$ cat src/rtl/uart_tx_arbiter.sv
// Round-robin arbiter that shares one UART transmitter between N_REQ byte
// sources, with an optional per-source lock for bounded multi-byte bursts.
module uart_tx_arbiter #(
  parameter int N_REQ     = 4,
  parameter int DATA_W    = 8,
  parameter int MAX_BURST = 4
) (
  input  logic                      clk,
  input  logic                      rst,
  input  logic [N_REQ-1:0]          req,
  input  logic [N_REQ*DATA_W-1:0]   req_data,
  input  logic [N_REQ-1:0]          req_lock,
  output logic [N_REQ-1:0]          gnt,
  output logic                      tx_start,
  output logic [DATA_W-1:0]         tx_data,
  input  logic                      tx_ready,
  output logic [$clog2(N_REQ)-1:0]  cur_id,
  output logic                      busy
);

  localparam int ID_W  = $clog2(N_REQ);
  localparam int CNT_W = 4;

  typedef enum logic [1:0] {
    IDLE,
    WAIT_LOW,
    WAIT_HIGH
  } state_t;

  state_t            state;
  logic [ID_W-1:0]   ptr;
  logic [CNT_W-1:0]  burst_cnt;

  logic [DATA_W-1:0] req_bytes [N_REQ];
  logic              win_found;
  logic [ID_W-1:0]   win_id;
  logic [ID_W-1:0]   next_ptr;
  logic              burst_ok;

  // Unpack the flat byte bus into one entry per source.
  for (genvar g = 0; g < N_REQ; g++) begin : g_bytes
    assign req_bytes[g] = req_data[g*DATA_W +: DATA_W];
  end

  // Round-robin pick: first requesting source at or above ptr, wrapping.
  always_comb begin
    logic [ID_W-1:0] idx;
    idx       = '0;
    win_found = 1'b0;
    win_id    = '0;
    for (int unsigned i = 0; i < N_REQ; i++) begin
      idx = ID_W'((32'(ptr) + i) % N_REQ);
      if (!win_found && req[idx]) begin
        win_found = 1'b1;
        win_id    = idx;
      end
    end
  end

  // Rotation point after the current owner, and whether it may keep the line.
  always_comb begin
    next_ptr = (cur_id == ID_W'(N_REQ - 1)) ? '0 : cur_id + ID_W'(1);
    burst_ok = req_lock[cur_id] && req[cur_id] &&
               (burst_cnt < CNT_W'(MAX_BURST - 1));
  end

  // Arbitration FSM with registered grant, start pulse and byte.
  always_ff @(posedge clk or posedge rst) begin
    if (rst) begin
      state     <= IDLE;
      ptr       <= '0;
      burst_cnt <= '0;
      gnt       <= '0;
      tx_start  <= 1'b0;
      tx_data   <= '0;
      cur_id    <= '0;
      busy      <= 1'b0;
    end else begin
      gnt      <= '0;
      tx_start <= 1'b0;
      case (state)
        IDLE: begin
          if (tx_ready && win_found) begin
            gnt       <= N_REQ'(1) << win_id;
            tx_start  <= 1'b1;
            tx_data   <= req_bytes[win_id];
            cur_id    <= win_id;
            burst_cnt <= '0;
            busy      <= 1'b1;
            state     <= WAIT_LOW;
          end
        end
        WAIT_LOW: begin
          if (!tx_ready) begin
            state <= WAIT_HIGH;
          end
        end
        WAIT_HIGH: begin
          if (tx_ready) begin
            if (burst_ok) begin
              gnt       <= N_REQ'(1) << cur_id;
              tx_start  <= 1'b1;
              tx_data   <= req_bytes[cur_id];
              burst_cnt <= burst_cnt + CNT_W'(1);
              state     <= WAIT_LOW;
            end else begin
              ptr   <= next_ptr;
              busy  <= 1'b0;
              state <= IDLE;
            end
          end
        end
        default: begin
          busy  <= 1'b0;
          state <= IDLE;
        end
      endcase
    end
  end

endmodule

$ cat config.mk
export PLATFORM = sky130hd
export DESIGN_NAME = uart_tx_arbiter
export DESIGN_NICKNAME = d
export VERILOG_FILES = /design/src/rtl/uart_tx_arbiter.sv
export SDC_FILE = /design/constraint.sdc
export NUM_CORES = 1
export LEC_CHECK = 0
export CAP_MARGIN = 15
export CORE_UTILIZATION = 35
export CTS_CLUSTER_DIAMETER = 120
export CTS_CLUSTER_SIZE = 8
export DETAILED_ROUTE_END_ITERATION = 10
export DONT_BUFFER_PORTS = 1
export PLACE_DENSITY = 0.49
export SYNTH_ARGS = -nofsm -noshare
export SYNTH_HDL_FRONTEND = slang
export SYNTH_SLANG_ARGS = --single-unit
$ cat constraint.sdc
create_clock -name clk -period 1.9 [get_ports clk]
set_input_delay 0.57 -clock clk [delete_from_list [all_inputs] [get_ports clk]]
set_output_delay 0.57 -clock clk [all_outputs]
set_load 0.03 [all_outputs]
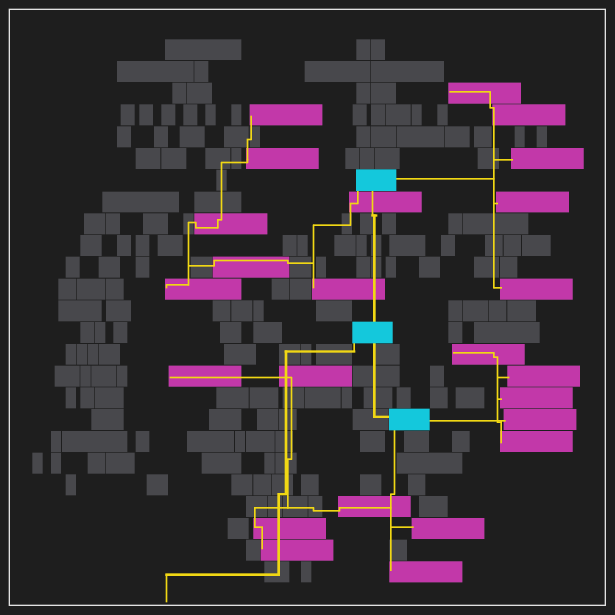
Fig. 1. Clock distribution (run 1).
Drawn at 8 px/um.
clock-net drivers -> cyan  # count 3
flip-flops -> magenta  # count 24
clock wires -> yellow  # length 324 um
routed clock nets = 4
power dissipated in the clock network: 0.000312 W
Worst-Skew Late Latency: 0.27 ns

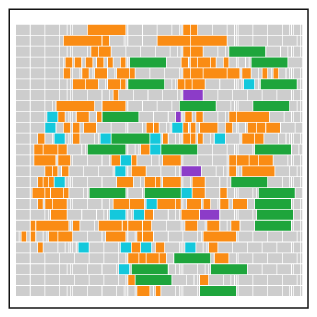
Fig. 2. Placement by cell class (run 1).
Drawn at 4 px/um. Fill, decap, tap and diode cells in gray.
registers -> green  # cells 24, share of their area 31%
remaining buffers and delay cells -> cyan  # cells 21, share of their area 8.2%
remaining logic cells -> orange  # cells 149, share of their area 59%
clock drivers and dummy loads -> purple  # cells 4, share of their area 2.3%
Final Cell Area: 2050 um^2
num rows: 25

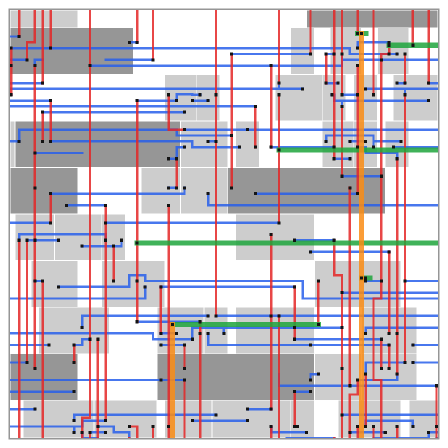
Fig. 3. Close-up of the layout (run 1).
Window x 25 to 50, y 25 to 50 um. Cells in gray, sequential cells in the stronger gray; small squares are vias.
M4 -> orange
M3 -> green
M2 -> red
M1 -> blue
sequential cells in the window = 4
most frequent = buf_4 (7), ha_1 (4)
cells with their middle in the window = 41
netlist names of flops here include = cur_id (2)

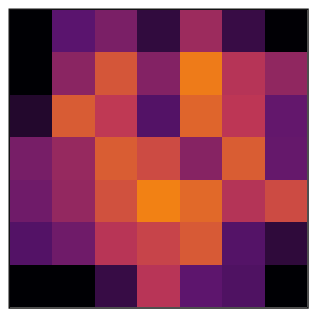
Fig. 4. Local utilization (run 1).
Drawn at 4 px/um. 7 x 7 tiles, from black (low) to pale yellow (high), 0 to 100% covered.
fullest tile = 72%
emptiest ninth of the die = lower left
mean over tiles = 36%
densest ninth of the die = center
initial standard-cell utilization of the core: 37.5%
core box area: 4880 um^2
post-layout util: 42.1%

==> report_table.html, run 1 <==
<h2>Implementation results</h2>
<table>
<tr><th>Metric</th><th>Value</th></tr>
<tr><th colspan="2">Run</th></tr>
<tr><td>Tool warning count</td><td>31</td></tr>
<tr><td>Number of maximum-capacitance violations</td><td>0</td></tr>
<tr><th colspan="2">Logic synthesis</th></tr>
<tr><td>Top comb family, area</td><td>AND-OR/OR-AND gates</td></tr>
<tr><td>Floorplan net count</td><td>approximately 240</td></tr>
<tr><td>Dominant flop cell</td><td>sky130_fd_sc_hd__dfrtp_1</td></tr>
<tr><td>Proportion of netlist area held by the largest area contributor</td><td>32.8%</td></tr>
<tr><td>Async SR Flop Fraction</td><td>100%</td></tr>
<tr><td>Most repeated cell in the gate-level netlist after synthesis</td><td>sky130_fd_sc_hd__dfrtp_1</td></tr>
<tr><td>Post-synthesis simple-gate area fraction</td><td>17.4%</td></tr>
<tr><td>Cell total in the yosys stat output</td><td>188</td></tr>
<tr><td>Fraction of the mapped netlist area in compound gates</td><td>between 20% and 30%</td></tr>
<tr><td>Multiplexer share</td><td>15.8%</td></tr>
<tr><th colspan="2">Pwr</th></tr>
<tr><td>Clock share of power</td><td>between 10% and 20%</td></tr>
<tr><td>Combinational group power</td><td>about 0.0016 W</td></tr>
<tr><td>Sequential Power Share</td><td>a little under two fifths</td></tr>
<tr><td>Top power group</td><td>combinational logic</td></tr>
<tr><td>Power density relative to cell area</td><td>1480 nW/um^2</td></tr>
<tr><td>Net switching power</td><td>0.00143 W</td></tr>
<tr><th colspan="2">Final timing</th></tr>
<tr><td>Hold WS</td><td>0.145 ns</td></tr>
<tr><td>Rel. slew slack</td><td>approximately 72%</td></tr>
<tr><td>Crit share post-route</td><td>between 90% and 100%</td></tr>
<tr><td>Final Hold Fails</td><td>0</td></tr>
<tr><td>Count of endpoints failing setup in the final report</td><td>0</td></tr>
<tr><td>Crit path setup slack, layout</td><td>~0.13 ns</td></tr>
<tr><td>Least-Margin Pin Slew</td><td>between 0.4 and 0.5 ns</td></tr>
<tr><th colspan="2">Final layout</th></tr>
<tr><td>Clock network area share</td><td>approximately 2.2%</td></tr>
<tr><td>Multi-input comb cells</td><td>between 100 and 150</td></tr>
<tr><td>Growth of design area from synthesis to finish</td><td>12.2%</td></tr>
<tr><td>Flop area</td><td>603 um^2</td></tr>
<tr><td>Antenna diode count</td><td>0</td></tr>
<tr><td>Number of inverters outside the clock class in the layout</td><td>9</td></tr>
<tr><td>Number of nets in the final layout</td><td>~250</td></tr>
<tr><th colspan="2">Global route</th></tr>
<tr><td>Met2 usage in global routing</td><td>a little under a third</td></tr>
<tr><td>GR Util met1</td><td>27.7%</td></tr>
<tr><th colspan="2">Clock network</th></tr>
<tr><td>Number of buffers inserted during clock tree synthesis</td><td>3</td></tr>
<tr><td>CTS sink cnt</td><td>24</td></tr>
<tr><td>Total number of H-tree levels</td><td>1</td></tr>
<tr><td>Clock transition time at the flip-flop clock pins of the worst setup and hold paths</td><td>0.08 ns</td></tr>
<tr><td>Number of gates resized after CTS</td><td>0</td></tr>
<tr><td>Max Buffers Root-to-Sink</td><td>2</td></tr>
<tr><th colspan="2">Route</th></tr>
<tr><td>Routed wirelength normalized by instance count</td><td>roughly 20 um</td></tr>
<tr><td>Total via count in the routed design</td><td>approximately 1,600</td></tr>
<tr><td>Met3 Routed Length</td><td>roughly 400 um</td></tr>
<tr><td>Vias per std cell</td><td>5.98</td></tr>
<tr><td>Antenna violation net count after detailed routing</td><td>0</td></tr>
<tr><td>Top routing layer in use</td><td>met4</td></tr>
<tr><th colspan="2">Setup path</th></tr>
<tr><td>Worst reg2reg setup slack</td><td>0.13 ns</td></tr>
<tr><td>Critical setup path kind</td><td>reg -&gt; reg</td></tr>
<tr><td>List of cells traversed by the critical path</td><td>nand2_1 -&gt; a311oi_2 -&gt; buf_4 -&gt; o21ai_0 -&gt; a211o_1 -&gt; a41oi_1</td></tr>
<tr><td>CP top delay family</td><td>AND-OR/OR-AND gates</td></tr>
<tr><td>Kind of launch point of the worst setup path</td><td>flop</td></tr>
<tr><td>Critical path data required time</td><td>2.09 ns</td></tr>
<tr><td>Critical-path top delay cell</td><td>sky130_fd_sc_hd__dfrtp_2</td></tr>
<tr><td>Largest fanout on the critical path</td><td>11</td></tr>
<tr><th colspan="2">Place</th></tr>
<tr><td>Routability congestion estimate</td><td>~0.8</td></tr>
<tr><td>Number of buffer cells added on primary ports</td><td>0</td></tr>
<tr><td>Dpl hpwl</td><td>~4000 um</td></tr>
<tr><td>Post-Place Cell Area</td><td>approximately 2000 um^2</td></tr>
<tr><th colspan="2">Floorplan</th></tr>
<tr><td>Overall die width</td><td>74.3 um</td></tr>
<tr><th colspan="2">Run status</th></tr>
<tr><td>Outcome</td><td>finished clean</td></tr>
</table>
Fig. 5: run 1, clock nets
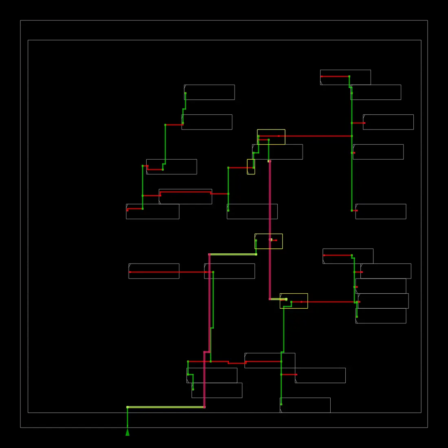

==> run 1 -> run 2 <==
- TNS_END_PERCENT: not set -> 1
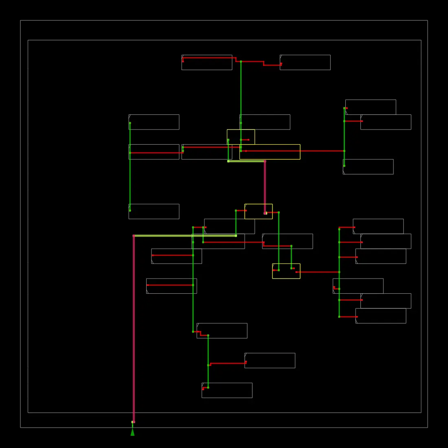
Fig. 6. Clock nets (run 2).
number of buffers inserted during clock tree synthesis: 3
power dissipated in the clock network: 0.000456 W
number of clock buffers in the layout: 3
CTS sink cnt: 24
number of flip-flops and latches: 24

==> run 2 against run 1 <==
Net effect: maximum frequency down 3.6%; power up 6.2%; largest cell class unchanged; first-iteration DRC count up 48%; largest power group unchanged; sequential cell count unchanged; sequential power about the same; final area up 2.2%; hold slack better by 0.049 ns.
==> report_table.html, run 2 <==
<h2>Implementation results</h2>
<table>
<tr><th>Metric</th><th>Value</th></tr>
<tr><th colspan="2">Run</th></tr>
<tr><td>Number of maximum-capacitance violations</td><td>0</td></tr>
<tr><td>Tool warning count</td><td>31</td></tr>
<tr><th colspan="2">Route</th></tr>
<tr><td>Antenna violation net count after detailed routing</td><td>0</td></tr>
<tr><td>Top routing layer in use</td><td>met4</td></tr>
<tr><td>Vias per std cell</td><td>about 6</td></tr>
<tr><td>Met3 Routed Length</td><td>about 340 um</td></tr>
<tr><th colspan="2">Final timing</th></tr>
<tr><td>Least-Margin Pin Slew</td><td>0.453 ns</td></tr>
<tr><td>Count of endpoints failing setup in the final report</td><td>0</td></tr>
<tr><td>Hold WS</td><td>0.194 ns</td></tr>
<tr><td>Final Hold Fails</td><td>0</td></tr>
<tr><td>Crit path setup slack, layout</td><td>0.0676 ns</td></tr>
<tr><th colspan="2">Setup path</th></tr>
<tr><td>Worst reg2reg setup slack</td><td>0.07 ns</td></tr>
<tr><td>Critical path data required time</td><td>roughly 2.1 ns</td></tr>
<tr><td>List of cells traversed by the critical path</td><td>inv_4 -&gt; mux4_2 -&gt; o21ai_4 -&gt; buf_12 -&gt; mux2i_2 -&gt; a31oi_1</td></tr>
<tr><td>Kind of launch point of the worst setup path</td><td>flop</td></tr>
<tr><td>Largest fanout on the critical path</td><td>8</td></tr>
<tr><td>Critical setup path kind</td><td>reg -&gt; reg</td></tr>
<tr><th colspan="2">Clock network</th></tr>
<tr><td>Number of gates resized after CTS</td><td>0</td></tr>
<tr><td>Worst-Skew Late Latency</td><td>0.27 ns</td></tr>
<tr><td>Clock transition time at the flip-flop clock pins of the worst setup and hold paths</td><td>roughly 0.090 ns</td></tr>
<tr><td>Total number of H-tree levels</td><td>1</td></tr>
<tr><th colspan="2">Pwr</th></tr>
<tr><td>Clock share of power</td><td>roughly 14%</td></tr>
<tr><td>Power density relative to cell area</td><td>1540 nW/um^2</td></tr>
<tr><td>Combinational group power</td><td>around 0.0017 W</td></tr>
<tr><th colspan="2">Logic synthesis</th></tr>
<tr><td>Dominant flop cell</td><td>sky130_fd_sc_hd__dfrtp_1</td></tr>
<tr><td>Post-synthesis simple-gate area fraction</td><td>between 10% and 20%</td></tr>
<tr><th colspan="2">Place</th></tr>
<tr><td>Routability congestion estimate</td><td>0.760</td></tr>
<tr><td>Number of buffer cells added on primary ports</td><td>0</td></tr>
<tr><td>Dpl hpwl</td><td>4190 um</td></tr>
<tr><th colspan="2">Global route</th></tr>
<tr><td>Met2 usage in global routing</td><td>33.1%</td></tr>
<tr><td>GR Util met1</td><td>about 28%</td></tr>
<tr><th colspan="2">Final layout</th></tr>
<tr><td>Growth of design area from synthesis to finish</td><td>14.6%</td></tr>
<tr><td>Antenna diode count</td><td>0</td></tr>
<tr><td>Final Cell Area</td><td>~2100 um^2</td></tr>
<tr><td>Post-layout util</td><td>between 40% and 50%</td></tr>
<tr><th colspan="2">Run status</th></tr>
<tr><td>Outcome</td><td>finished clean</td></tr>
<tr><th colspan="2">Floorplan</th></tr>
<tr><td>Num rows</td><td>25</td></tr>
</table>
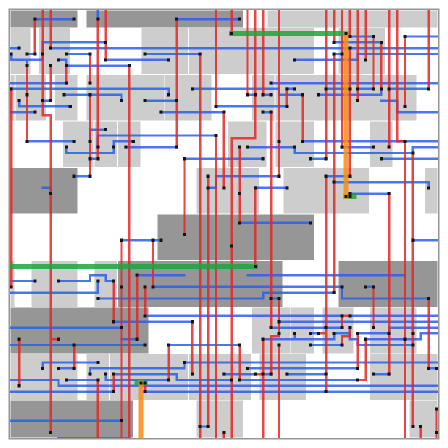
Fig. 7. Close-up of the layout (run 2).
Window x 25 to 50, y 25 to 50 um. Cells in gray, sequential cells in the stronger gray; small squares are vias.
M2 -> red
M1 -> blue
M3 -> green
M4 -> orange
netlist names of flops here include = cur_id (2), ptr (2)
cells with their middle in the window = 38
most frequent = buf_4 (6), nor2_1 (4), dfrtp_1 (4)
sequential cells in the window = 5

Power figures rest on the tool's default switching activity, not on a simulated workload.
